File: src/rtl/button_event_rx.sv
// -----------------------------------------------------------------------------
// button_event_rx
//
// Purpose:
//   Samples one raw pushbutton pin, synchronises it into the clk domain,
//   debounces it and emits clean single-cycle events: press, release,
//   long-press and (optionally) auto-repeat. Also counts completed short
//   clicks (presses released before the long-press point), wrapping modulo
//   2^CNT_W, so top-level logic can map the count onto LEDs.
//
// Optional feature:
//   BTN_REPEAT_EN - when defined, repeat_pulse fires every REPEAT_CYCLES
//                   cycles while the button stays held after a long-press.
//                   When undefined, repeat_pulse is tied to 0 and the repeat
//                   timer does not exist.
//
// Ports:
//   clk            in   system clock
//   rst_n          in   asynchronous active-low reset
//   btn_raw        in   unsynchronised button pin
//   btn_level      out  debounced pressed state
//   press_pulse    out  one-cycle strobe on accepted press
//   release_pulse  out  one-cycle strobe on accepted release
//   long_pulse     out  one-cycle strobe when the hold reaches LONG_CYCLES
//   repeat_pulse   out  auto-repeat strobe
//   click_count    out  completed short presses, modulo 2^CNT_W
// -----------------------------------------------------------------------------
module button_event_rx #(
  parameter int unsigned DEBOUNCE_CYCLES = 120000,
  parameter int unsigned LONG_CYCLES     = 12000000,
  parameter int unsigned REPEAT_CYCLES   = 2400000,
  parameter int unsigned TIMER_W         = 24,
  parameter int unsigned CNT_W           = 4,
  parameter bit          BTN_ACTIVE_LOW  = 1'b0
) (
  input  logic             clk,
  input  logic             rst_n,
  input  logic             btn_raw,
  output logic             btn_level,
  output logic             press_pulse,
  output logic             release_pulse,
  output logic             long_pulse,
  output logic             repeat_pulse,
  output logic [CNT_W-1:0] click_count
);

  localparam logic [TIMER_W-1:0] DB_LAST   = TIMER_W'(DEBOUNCE_CYCLES - 1);
  localparam logic [TIMER_W-1:0] LONG_LAST = TIMER_W'(LONG_CYCLES - 1);

  // Elaboration-time sanity checks on the parameter set.
  generate
    if (DEBOUNCE_CYCLES < 2) begin : g_bad_db
      $error("DEBOUNCE_CYCLES must be at least 2");
    end
    if (LONG_CYCLES <= DEBOUNCE_CYCLES) begin : g_bad_long
      $error("LONG_CYCLES must exceed DEBOUNCE_CYCLES");
    end
    if ((64'(LONG_CYCLES) - 64'd1) >= (64'd1 << TIMER_W)) begin : g_bad_w
      $error("TIMER_W too narrow for LONG_CYCLES-1");
    end
    if (REPEAT_CYCLES < 1) begin : g_bad_rep
      $error("REPEAT_CYCLES must be at least 1");
    end
  endgenerate

  typedef enum logic [1:0] {IDLE, DB_PRESS, PRESSED, DB_RELEASE} state_t;

  state_t state, state_nxt;

  logic               sync1, sync2, btn_s, pin;
  logic [TIMER_W-1:0] db_cnt, db_nxt;
  logic [TIMER_W-1:0] hold_cnt, hold_nxt;
  logic               long_fired, lf_nxt;
  logic               level_nxt, press_nxt, release_nxt, long_nxt, repeat_nxt;
  logic [CNT_W-1:0]   count_nxt;
`ifdef BTN_REPEAT_EN
  localparam logic [TIMER_W-1:0] REP_LAST = TIMER_W'(REPEAT_CYCLES - 1);
  logic [TIMER_W-1:0] rep_cnt, rep_nxt;
`endif

  // Polarity is corrected before the synchroniser so that reset can force
  // both flops to the "not pressed" level regardless of board wiring.
  assign pin   = BTN_ACTIVE_LOW ? ~btn_raw : btn_raw;
  assign btn_s = sync2;

  always_ff @(posedge clk or negedge rst_n) begin
    if (!rst_n) begin
      sync1 <= 1'b0;
      sync2 <= 1'b0;
    end else begin
      sync1 <= pin;
      sync2 <= sync1;
    end
  end

  // State register.
  always_ff @(posedge clk or negedge rst_n) begin
    if (!rst_n) state <= IDLE;
    else        state <= state_nxt;
  end

  // Next-state logic.
  always_comb begin
    state_nxt = state;
    case (state)
      IDLE:       if (btn_s) state_nxt = DB_PRESS;
      DB_PRESS:   if (!btn_s) state_nxt = IDLE;
                  else if (db_cnt == DB_LAST) state_nxt = PRESSED;
      PRESSED:    if (!btn_s) state_nxt = DB_RELEASE;
      DB_RELEASE: if (btn_s) state_nxt = PRESSED;
                  else if (db_cnt == DB_LAST) state_nxt = IDLE;
      default:    state_nxt = IDLE;
    endcase
  end

  // Output and timer logic. All outputs are registered, so this block
  // produces the values they take on the next edge. hold_cnt and rep_cnt
  // are only touched in PRESSED, which freezes them through a release
  // bounce and keeps long_pulse from ever landing on release_pulse.
  always_comb begin
    db_nxt      = db_cnt;
    hold_nxt    = hold_cnt;
    lf_nxt      = long_fired;
    level_nxt   = btn_level;
    count_nxt   = click_count;
    press_nxt   = 1'b0;
    release_nxt = 1'b0;
    long_nxt    = 1'b0;
    repeat_nxt  = 1'b0;
`ifdef BTN_REPEAT_EN
    rep_nxt     = rep_cnt;
`endif
    case (state)
      IDLE: begin
        if (btn_s) db_nxt = '0;
      end
      DB_PRESS: begin
        if (btn_s) begin
          if (db_cnt == DB_LAST) begin
            press_nxt = 1'b1;
            level_nxt = 1'b1;
            hold_nxt  = '0;
            lf_nxt    = 1'b0;
          end else begin
            db_nxt = db_cnt + 1'b1;
          end
        end
      end
      PRESSED: begin
        if (!btn_s) begin
          db_nxt = '0;
        end else begin
          // hold_cnt parks at LONG_LAST; long_fired stops a second strobe.
          if (hold_cnt != LONG_LAST) begin
            hold_nxt = hold_cnt + 1'b1;
          end else if (!long_fired) begin
            long_nxt = 1'b1;
            lf_nxt   = 1'b1;
`ifdef BTN_REPEAT_EN
            rep_nxt  = '0;
`endif
          end
`ifdef BTN_REPEAT_EN
          if (long_fired) begin
            if (rep_cnt == REP_LAST) begin
              repeat_nxt = 1'b1;
              rep_nxt    = '0;
            end else begin
              rep_nxt = rep_cnt + 1'b1;
            end
          end
`endif
        end
      end
      DB_RELEASE: begin
        if (!btn_s) begin
          if (db_cnt == DB_LAST) begin
            release_nxt = 1'b1;
            level_nxt   = 1'b0;
            if (!long_fired) count_nxt = click_count + 1'b1;
          end else begin
            db_nxt = db_cnt + 1'b1;
          end
        end
      end
      default: ;
    endcase
  end

  // Datapath and output registers.
  always_ff @(posedge clk or negedge rst_n) begin
    if (!rst_n) begin
      db_cnt        <= '0;
      hold_cnt      <= '0;
      long_fired    <= 1'b0;
      btn_level     <= 1'b0;
      press_pulse   <= 1'b0;
      release_pulse <= 1'b0;
      long_pulse    <= 1'b0;
      click_count   <= '0;
    end else begin
      db_cnt        <= db_nxt;
      hold_cnt      <= hold_nxt;
      long_fired    <= lf_nxt;
      btn_level     <= level_nxt;
      press_pulse   <= press_nxt;
      release_pulse <= release_nxt;
      long_pulse    <= long_nxt;
      click_count   <= count_nxt;
    end
  end

`ifdef BTN_REPEAT_EN
  always_ff @(posedge clk or negedge rst_n) begin
    if (!rst_n) begin
      rep_cnt      <= '0;
      repeat_pulse <= 1'b0;
    end else begin
      rep_cnt      <= rep_nxt;
      repeat_pulse <= repeat_nxt;
    end
  end
`else
  assign repeat_pulse = 1'b0;
  logic unused_repeat;
  assign unused_repeat = repeat_nxt;
`endif

endmodule

File: config.mk
export PLATFORM = sky130hd
export DESIGN_NAME = button_event_rx
export DESIGN_NICKNAME = d
export VERILOG_FILES = /design/src/rtl/button_event_rx.sv
export SDC_FILE = /design/constraint.sdc
export NUM_CORES = 1
export LEC_CHECK = 0
export CAP_MARGIN = 15
export CORE_MARGIN = 2
export CORE_UTILIZATION = 25
export DETAILED_ROUTE_END_ITERATION = 8
export GPL_ROUTABILITY_DRIVEN = 1
export GPL_TIMING_DRIVEN = 0
export SYNTH_ARGS = -nofsm -noshare
export SYNTH_HDL_FRONTEND = slang
export SYNTH_SLANG_ARGS = --single-unit
File: constraint.sdc
create_clock -name clk -period 5.59 [get_ports clk]
set_input_delay 1.118 -clock clk [delete_from_list [all_inputs] [get_ports clk]]
set_output_delay 1.118 -clock clk [all_outputs]
set_load 0.02 [all_outputs]
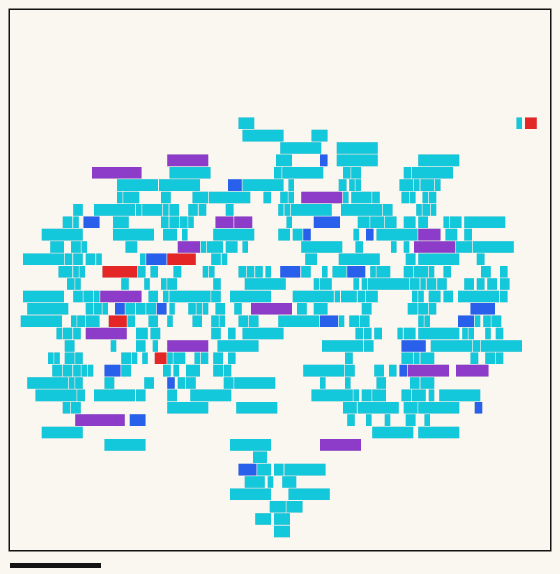
run_1/sizes.png
Bar = 20 um.
_0 and _1 cells -> cyan  # cells 340, most used dfrtp_1
_6 and larger -> purple  # cells 16, most used clkbuf_16
_3 and _4 cells -> red  # cells 5, most used buf_4
_2 cells -> blue  # cells 21, most used buf_2

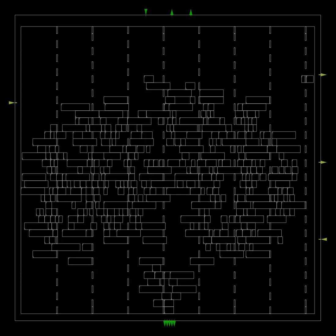
run_1/placement.png
registers: 61
utilization after layout: 0.310

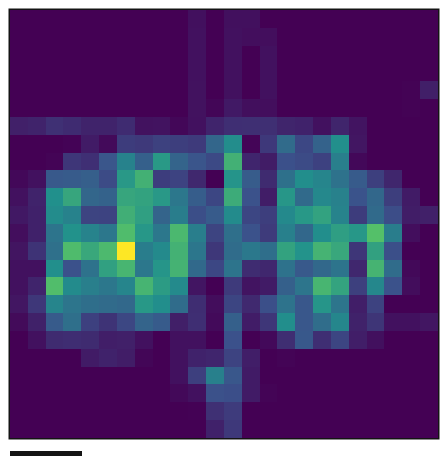
run_1/metal_density.png
Bar = 20 um. 24 x 24 tiles, from dark purple (low) to yellow (high), scaled to the fullest tile. Values are wire area over tile area, all layers added.
fullest tile = 0.59
mean over tiles = 0.085
densest ninth of the die = middle left
emptiest ninth of the die = upper left
tiles over half the peak = 7.6%
nearly empty tiles = 46%

==> impl_metrics.json, run 1 <==
{
  "fp-row-count": 41,
  "hp-start": "sync1",
  "fin_crit_sh": 0.442,
  "cts_buffers": 9,
  "wl_per_cell_um": 14.0,
  "crit_end": "click_count[0]",
  "setup_viol": 0,
  "finalPower_mw": 1.09,
  "clock_power_share": 0.560,
  "arrival_ns": 1.36,
  "synth-main-ff-cell": "dfrtp_1",
  "async_flop_share": 1.00,
  "worst_pin_slew_ns": 0.803,
  "ys_top_cells_by_area": "dfrtp_1 (46%), nand2_1 (5.0%), a31oi_1 (4.4%)",
  "compound_area_frac": 0.169,
  "max_stage_delay_ns": 0.63,
  "powerSeq_mw": 0.449,
  "slew_headroom": 0.461,
  "worstPathBufferInverterCount": 1,
  "tritoncts": "done",
  "drive_gt1_frac": 0.110,
  "n_tap_cell": 172,
  "portBuffers": 10,
  "maxCapViolCount": 0,
  "die_area_um2": 14100,
  "top_layer_used": "met4",
  "clock-sinks": 61,
  "hold_viol": 0,
  "io_pins": 12,
  "synth_top_cell_by_count": "dfrtp_1",
  "grt_usage": 0.117,
  "synthesis.area_um2": 3290,
  "clock_area_frac": 0.0827,
  "synth-cells-yosys": 355,
  "stdcell_area_um2": 3950,
  "antenna_found_initial": 0,
  "rr_endpoint": "db_cnt[5]",
  "synth_cell_types": 55,
  "seq_area_frac": 0.387,
  "skew_ns": 0.00541,
  "end_kind": "output pin",
  "status": "completed",
  "vias": 2781,
  "comb_area_frac": 0.418,
  "r2r_start": "db_cnt[17]",
  "seq_area_um2": 1530,
  "ys_sh_simple": 0.266,
  "areaGrowthSynthToFinish_pct": 20.0,
  "postCtsSetupBuffers": 0,
  "ys_seq_share": 0.464,
  "die_width_um": 119,
  "gp_congestion": 0.835,
  "yosys_warnings": 0,
  "combPwrFrac": 0.026,
  "layout.nonclk_buf_frac": 0.0501,
  "top_area_cell": "dfrtp_1",
  "peakVddDrop_uv": 158,
  "htreeDepth": 3,
  "yosys-stat-area_um2": 3290,
  "n_all_inverters": 9,
  "critPathLaunch": "click_count[0]",
  "layout_setup_ws_ns": 3.12,
  "clkTransAtPathRegs_ns": 0.05,
  "crit_required_ns": 4.47,
  "grt-busiest-layer": "met2",
  "first_pass_iters": 4,
  "p_clk_mw": 0.608,
  "critPathMaxFanout": 4,
  "layout_top_cell": "dfrtp_1",
  "synthCells": 355,
  "fin_setup_tns_ns": 0,
  "post_dp_cell_area_um2": 3620,
  "use_met3": 0.0367,
  "n_clock_buffer": 12,
  "fmax_mhz": 404,
  "place_ws_ns": 3.27,
  "drv_slew": 0,
  "num-multi-input-gates": 270,
  "synth_area_per_cell_um2": 9.27
}
run_1/clk_routes.png
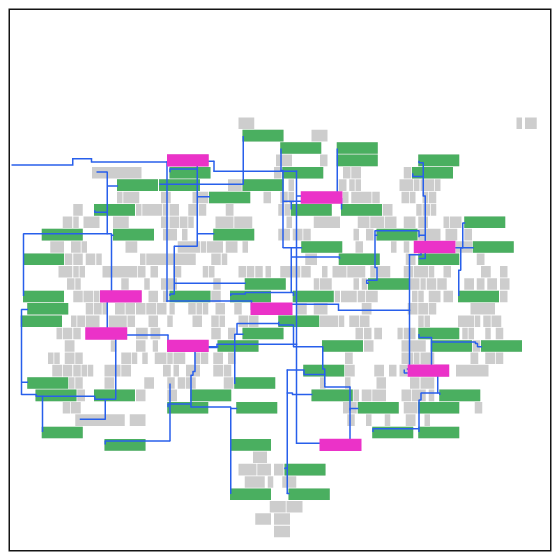

## Run 2: what changed since run 1
clock period = 2.2 ns   (was 5.59 ns; I/O delays follow)
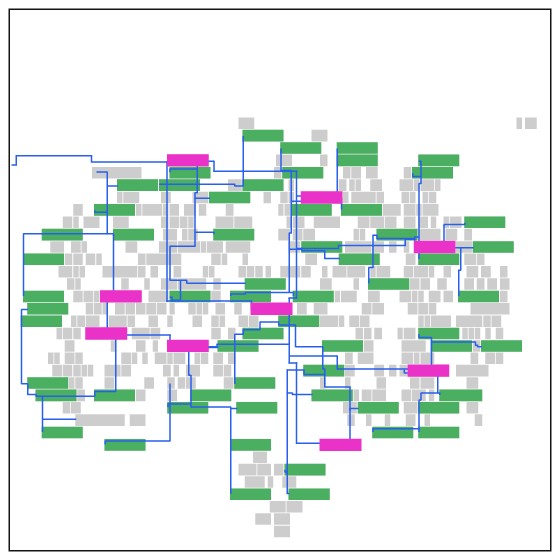
run_2/clk_routes.png
clock wires -> blue  # length 961 um
clock drivers -> magenta  # count 9
flip-flops -> green  # count 61
routed clock nets = 10

==> run 2 against run 1 <==
Compared with the run above: sequential share of layout area shrank 1.7 points; die size did not move; critical path depth increased by 3; final area up 4.6%; clock power grew to 2.5 times the previous value; sequential power went up to 2.5 times the previous value; cell count up 2.0%; combinational power rose to 2.8 times the previous value; hold slack worse by 0.18 ns; non-clock buffer count is 11 higher; core utilization rose by 1.4 points.
==> impl_metrics.json, run 2 <==
{
  "areaGrowthSynthToFinish_pct": 25.5,
  "post_dp_cell_area_um2": 3620,
  "postCtsSetupBuffers": 4,
  "synth.top_cells.by_count": "dfrtp_1 (61), nand2_1 (44), nor2_1 (25)",
  "arrival_ns": 2.31,
  "peakVddDrop_uv": 401,
  "crit_chain": "nor4bb_1 > nand3_2 > nor4_2 > mux2_2",
  "combPwrFrac": 0.028,
  "drv_slew": 0,
  "status": "completed",
  "synth_area_per_cell_um2": 9.27,
  "worst_pin_slew_ns": 0.731,
  "seq_area_um2": 1530,
  "core_area_um2": 12700,
  "worst_hold_slack_ns": 0.172,
  "postRouteAntennaNets": 0,
  "root_buffer": "clkbuf_16",
  "clock_area_frac": 0.0791,
  "rr_endpoint": "click_count[1]",
  "tritoncts": "done",
  "clkLatencyLatePin_ns": 0.33,
  "synth-cells-yosys": 355,
  "p_int_mw": 2.21,
  "netSwitchingPower_mw": 0.559,
  "ys_top_cells_by_area": "dfrtp_1 (46%), nand2_1 (5.0%), a31oi_1 (4.4%)",
  "cts_hold_buf": 0,
  "xor_area_frac": 0.0342,
  "clockBufferDepth": 2,
  "fmax_mhz": 477,
  "fin_setup_tns_ns": 0,
  "reg.largest.list": "db_cnt x24, hold_cnt x24, click_count x4",
  "ys_sh_simple": 0.266,
  "routed_wl_um": 8000,
  "end_kind": "flip-flop",
  "wl_met3_um": 306,
  "die_width_um": 119,
  "grt_usage": 0.118,
  "async_flop_share": 1.00,
  "vias_per_cell": 5.02,
  "max_stage_delay_ns": 0.56,
  "n_tap_cell": 172,
  "dr_wl_met2_um": 3900,
  "final_core_util": 0.325,
  "powerSeq_mw": 1.14,
  "gp_congestion": 0.835,
  "htreeDepth": 3,
  "comb_area_frac": 0.420,
  "placed_cells": 538,
  "critPathMaxFanout": 4,
  "synth_top_cell_by_count": "dfrtp_1",
  "hold_viol": 0,
  "cts_resized": 3,
  "synth-main-ff-cell": "dfrtp_1",
  "layout_top_cell": "dfrtp_1",
  "antenna_found_initial": 0,
  "portBuffers": 10,
  "clock-sinks": 61,
  "grt_pass1_wl_um": 13300,
  "seq_cells": 61,
  "cts_buffers": 9,
  "finalPower_mw": 2.77,
  "synthDominantCellAreaShare": 0.464,
  "top_layer_used": "met4",
  "num_antenna_cells": 0,
  "top_area_cell": "dfrtp_1",
  "fillCellCount": 1337,
  "tool_warnings": 26,
  "maxCapViolCount": 0,
  "clkTransAtPathRegs_ns": 0.05,
  "largest_class": "multi-input combinational cells",
  "mostFrequentLayoutCells": "dfrtp_1 (60), nand2_1 (44), nor2_1 (23), a31oi_1 (23), o21ai_0 (19)",
  "min_period_ns": 2.09,
  "drc": 0,
  "core_util_floorplan": 0.259,
  "synth_flops": 61,
  "use_met3": 0.0367,
  "n_all_buffers": 37,
  "grt-busiest-layer": "met2",
  "stdcell_area_um2": 4130,
  "drive_gt1_frac": 0.173,
  "mux_share": 0.0194,
  "critPathLaunchType": "flip-flop",
  "layoutNonFillerInstCount": 565,
  "critPathLaunch": "db_cnt[22]",
  "p_clk_mw": 1.55,
  "ys_seq_share": 0.464,
  "synth_cell_types": 55,
  "p_seq_frac": 0.413,
  "ys_sh_adder": 0.0114,
  "logic_family": "simple AND/OR/NAND/NOR gates",
  "wl_met1_um": 3710,
  "num-multi-input-gates": 270,
  "synthCells": 355,
  "die_area_um2": 14100,
  "first_pass_iters": 4,
  "wl_per_cell_um": 14.2,
  "crit_end": "click_count[1]",
  "yosys_warnings": 0,
  "seq_area_frac": 0.370,
  "nNetsFinal": 394,
  "crit_cells": 4,
  "use_met1": 0.154,
  "fin_crit_sh": 0.952,
  "worstPathBufferInverterCount": 0,
  "yosys-stat-area_um2": 3290,
  "cpLargestDelayFamily": "simple AND/OR/NAND/NOR gates",
  "edf_count": 0,
  "slew_headroom": 0.513,
  "n_all_inverters": 9,
  "place_ws_ns": -0.117,
  "fp-row-count": 41,
  "compound_area_frac": 0.169,
  "die_h_um": 119,
  "p_sw_frac": 0.202,
  "p_leak_nw": 1.66,
  "n_clock_buffer": 12,
  "setup_viol": 0,
  "power.group.top": "clock",
  "drt_iter0_drc": 134,
  "grt_pass1_vias": 2713,
  "synthesis.area_um2": 3290,
  "layout_setup_ws_ns": 0.106,
  "path_class": "flip-flop to flip-flop",
  "r2r.worst_path.cells": 4,
  "r2r_start": "db_cnt[22]",
  "skew_ns": 0.00595,
  "vias": 2835,
  "synth_nets": 361,
  "cpMaxStageDelayCell": "nor4_2",
  "clock_power_share": 0.559,
  "crit_required_ns": 2.41,
  "layout.nonclk_buf_frac": 0.0706,
  "io_pins": 12,
  "combGateArea_um2": 1740
}
run_2/placement.png
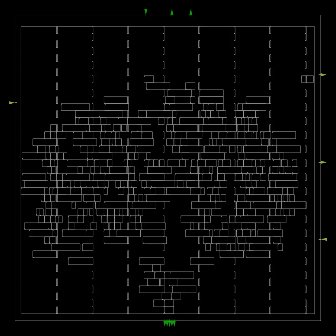

## Run 3: what changed since run 2
TNS_END_PERCENT = 100   (was not set)
clock period = 2.5 ns   (was 2.2 ns; I/O delays follow)
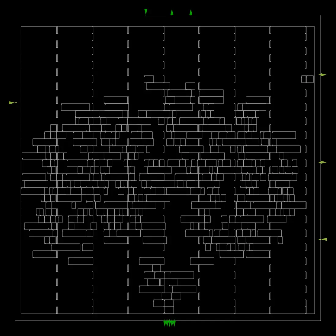
run_3/placement.png
Seq/total area: 0.386
tap cell count: 172
total core area: 12700 um^2
Finished Layout Cells: 554

==> run 3 against run 2 <==
Compared with the run above: maximum frequency decreased by 9.2%; cell count decreased by 1.9%; largest cell class unchanged; clock skew about the same; area after synthesis unchanged; die size unchanged.
==> impl_metrics.json, run 3 <==
{
  "status": "completed",
  "power.group.top": "clock",
  "r2r_start": "db_cnt[9]",
  "grt_usage": 0.117,
  "synthDominantCellAreaShare": 0.464,
  "async_flop_share": 1.00,
  "grt_pass1_wl_um": 13200,
  "crit_required_ns": 2.72,
  "powerSeq_mw": 1.00,
  "p_int_mw": 1.94,
  "die_h_um": 119,
  "combGateArea_um2": 1660,
  "ys_sh_simple": 0.266,
  "reg.largest.list": "db_cnt x24, hold_cnt x24, click_count x4",
  "cts_buffers": 9,
  "nNetsFinal": 383,
  "routed_wl_um": 7790,
  "gp_congestion": 0.835,
  "stdcell_area_um2": 3960,
  "comb_area_frac": 0.419,
  "seq_cells": 61,
  "die_width_um": 119,
  "synth-main-ff-cell": "dfrtp_1",
  "use_met3": 0.0367,
  "layout_top_cell": "dfrtp_1",
  "ys_sh_adder": 0.0114,
  "path_class": "flip-flop to flip-flop",
  "placed_cells": 538,
  "max_stage_delay_ns": 0.44,
  "fillCellCount": 1354,
  "p_leak_nw": 1.58,
  "antenna_found_initial": 0,
  "top_layer_used": "met4",
  "crit_end": "hold_cnt[9]",
  "mux_share": 0.0194,
  "rr_endpoint": "hold_cnt[9]",
  "tritoncts": "done",
  "crit_chain": "nor4_1 > nand3_1 > or2_0 > buf_2 > o21a_1 > a221o_1",
  "synthesis.area_um2": 3290,
  "drv_slew": 0,
  "cts_resized": 0,
  "place_ws_ns": 0.183,
  "critPathLaunchType": "flip-flop",
  "wl_met3_um": 262,
  "r2r.worst_path.cells": 6,
  "n_all_buffers": 26,
  "skew_ns": 0.00617,
  "synth-cells-yosys": 355,
  "drive_gt1_frac": 0.115,
  "cpMaxStageDelayCell": "dfrtp_1",
  "clkLatencyLatePin_ns": 0.33,
  "logic_family": "simple AND/OR/NAND/NOR gates",
  "drt_iter0_drc": 108,
  "tool_warnings": 26,
  "grt_pass1_vias": 2669,
  "clkTransAtPathRegs_ns": 0.05,
  "crit_cells": 6,
  "postRouteAntennaNets": 0,
  "final_core_util": 0.311,
  "synth_top_cell_by_count": "dfrtp_1",
  "grt-busiest-layer": "met2",
  "dr_wl_met2_um": 3700,
  "vias_per_cell": 5.04,
  "root_buffer": "clkbuf_16",
  "fin_setup_tns_ns": 0,
  "combPwrFrac": 0.026,
  "netSwitchingPower_mw": 0.488,
  "layout.nonclk_buf_frac": 0.0500,
  "drc": 0,
  "worst_pin_slew_ns": 0.821,
  "p_sw_frac": 0.201,
  "post_dp_cell_area_um2": 3620,
  "p_seq_frac": 0.414,
  "top_area_cell": "dfrtp_1",
  "synth.top_cells.by_count": "dfrtp_1 (61), nand2_1 (44), nor2_1 (25)",
  "yosys-stat-area_um2": 3290,
  "end_kind": "flip-flop",
  "yosys_warnings": 0,
  "critPathMaxFanout": 7,
  "p_clk_mw": 1.36,
  "finalPower_mw": 2.43,
  "setup_viol": 0,
  "mostFrequentLayoutCells": "dfrtp_1 (61), nand2_1 (44), nor2_1 (24)",
  "core_util_floorplan": 0.259,
  "cts_hold_buf": 0,
  "clock_area_frac": 0.0826,
  "fin_crit_sh": 0.923,
  "clock_power_share": 0.560,
  "seq_area_um2": 1530,
  "clockBufferDepth": 2,
  "min_period_ns": 2.31,
  "first_pass_iters": 4,
  "ys_seq_share": 0.464,
  "postCtsSetupBuffers": 0,
  "slew_headroom": 0.449,
  "clock-sinks": 61,
  "maxCapViolCount": 0,
  "num-multi-input-gates": 270,
  "synth_cell_types": 55,
  "htreeDepth": 3,
  "layout_setup_ws_ns": 0.192,
  "peakVddDrop_uv": 353,
  "arrival_ns": 2.52,
  "xor_area_frac": 0.0342
}
Power and IR drop assume default switching activity.
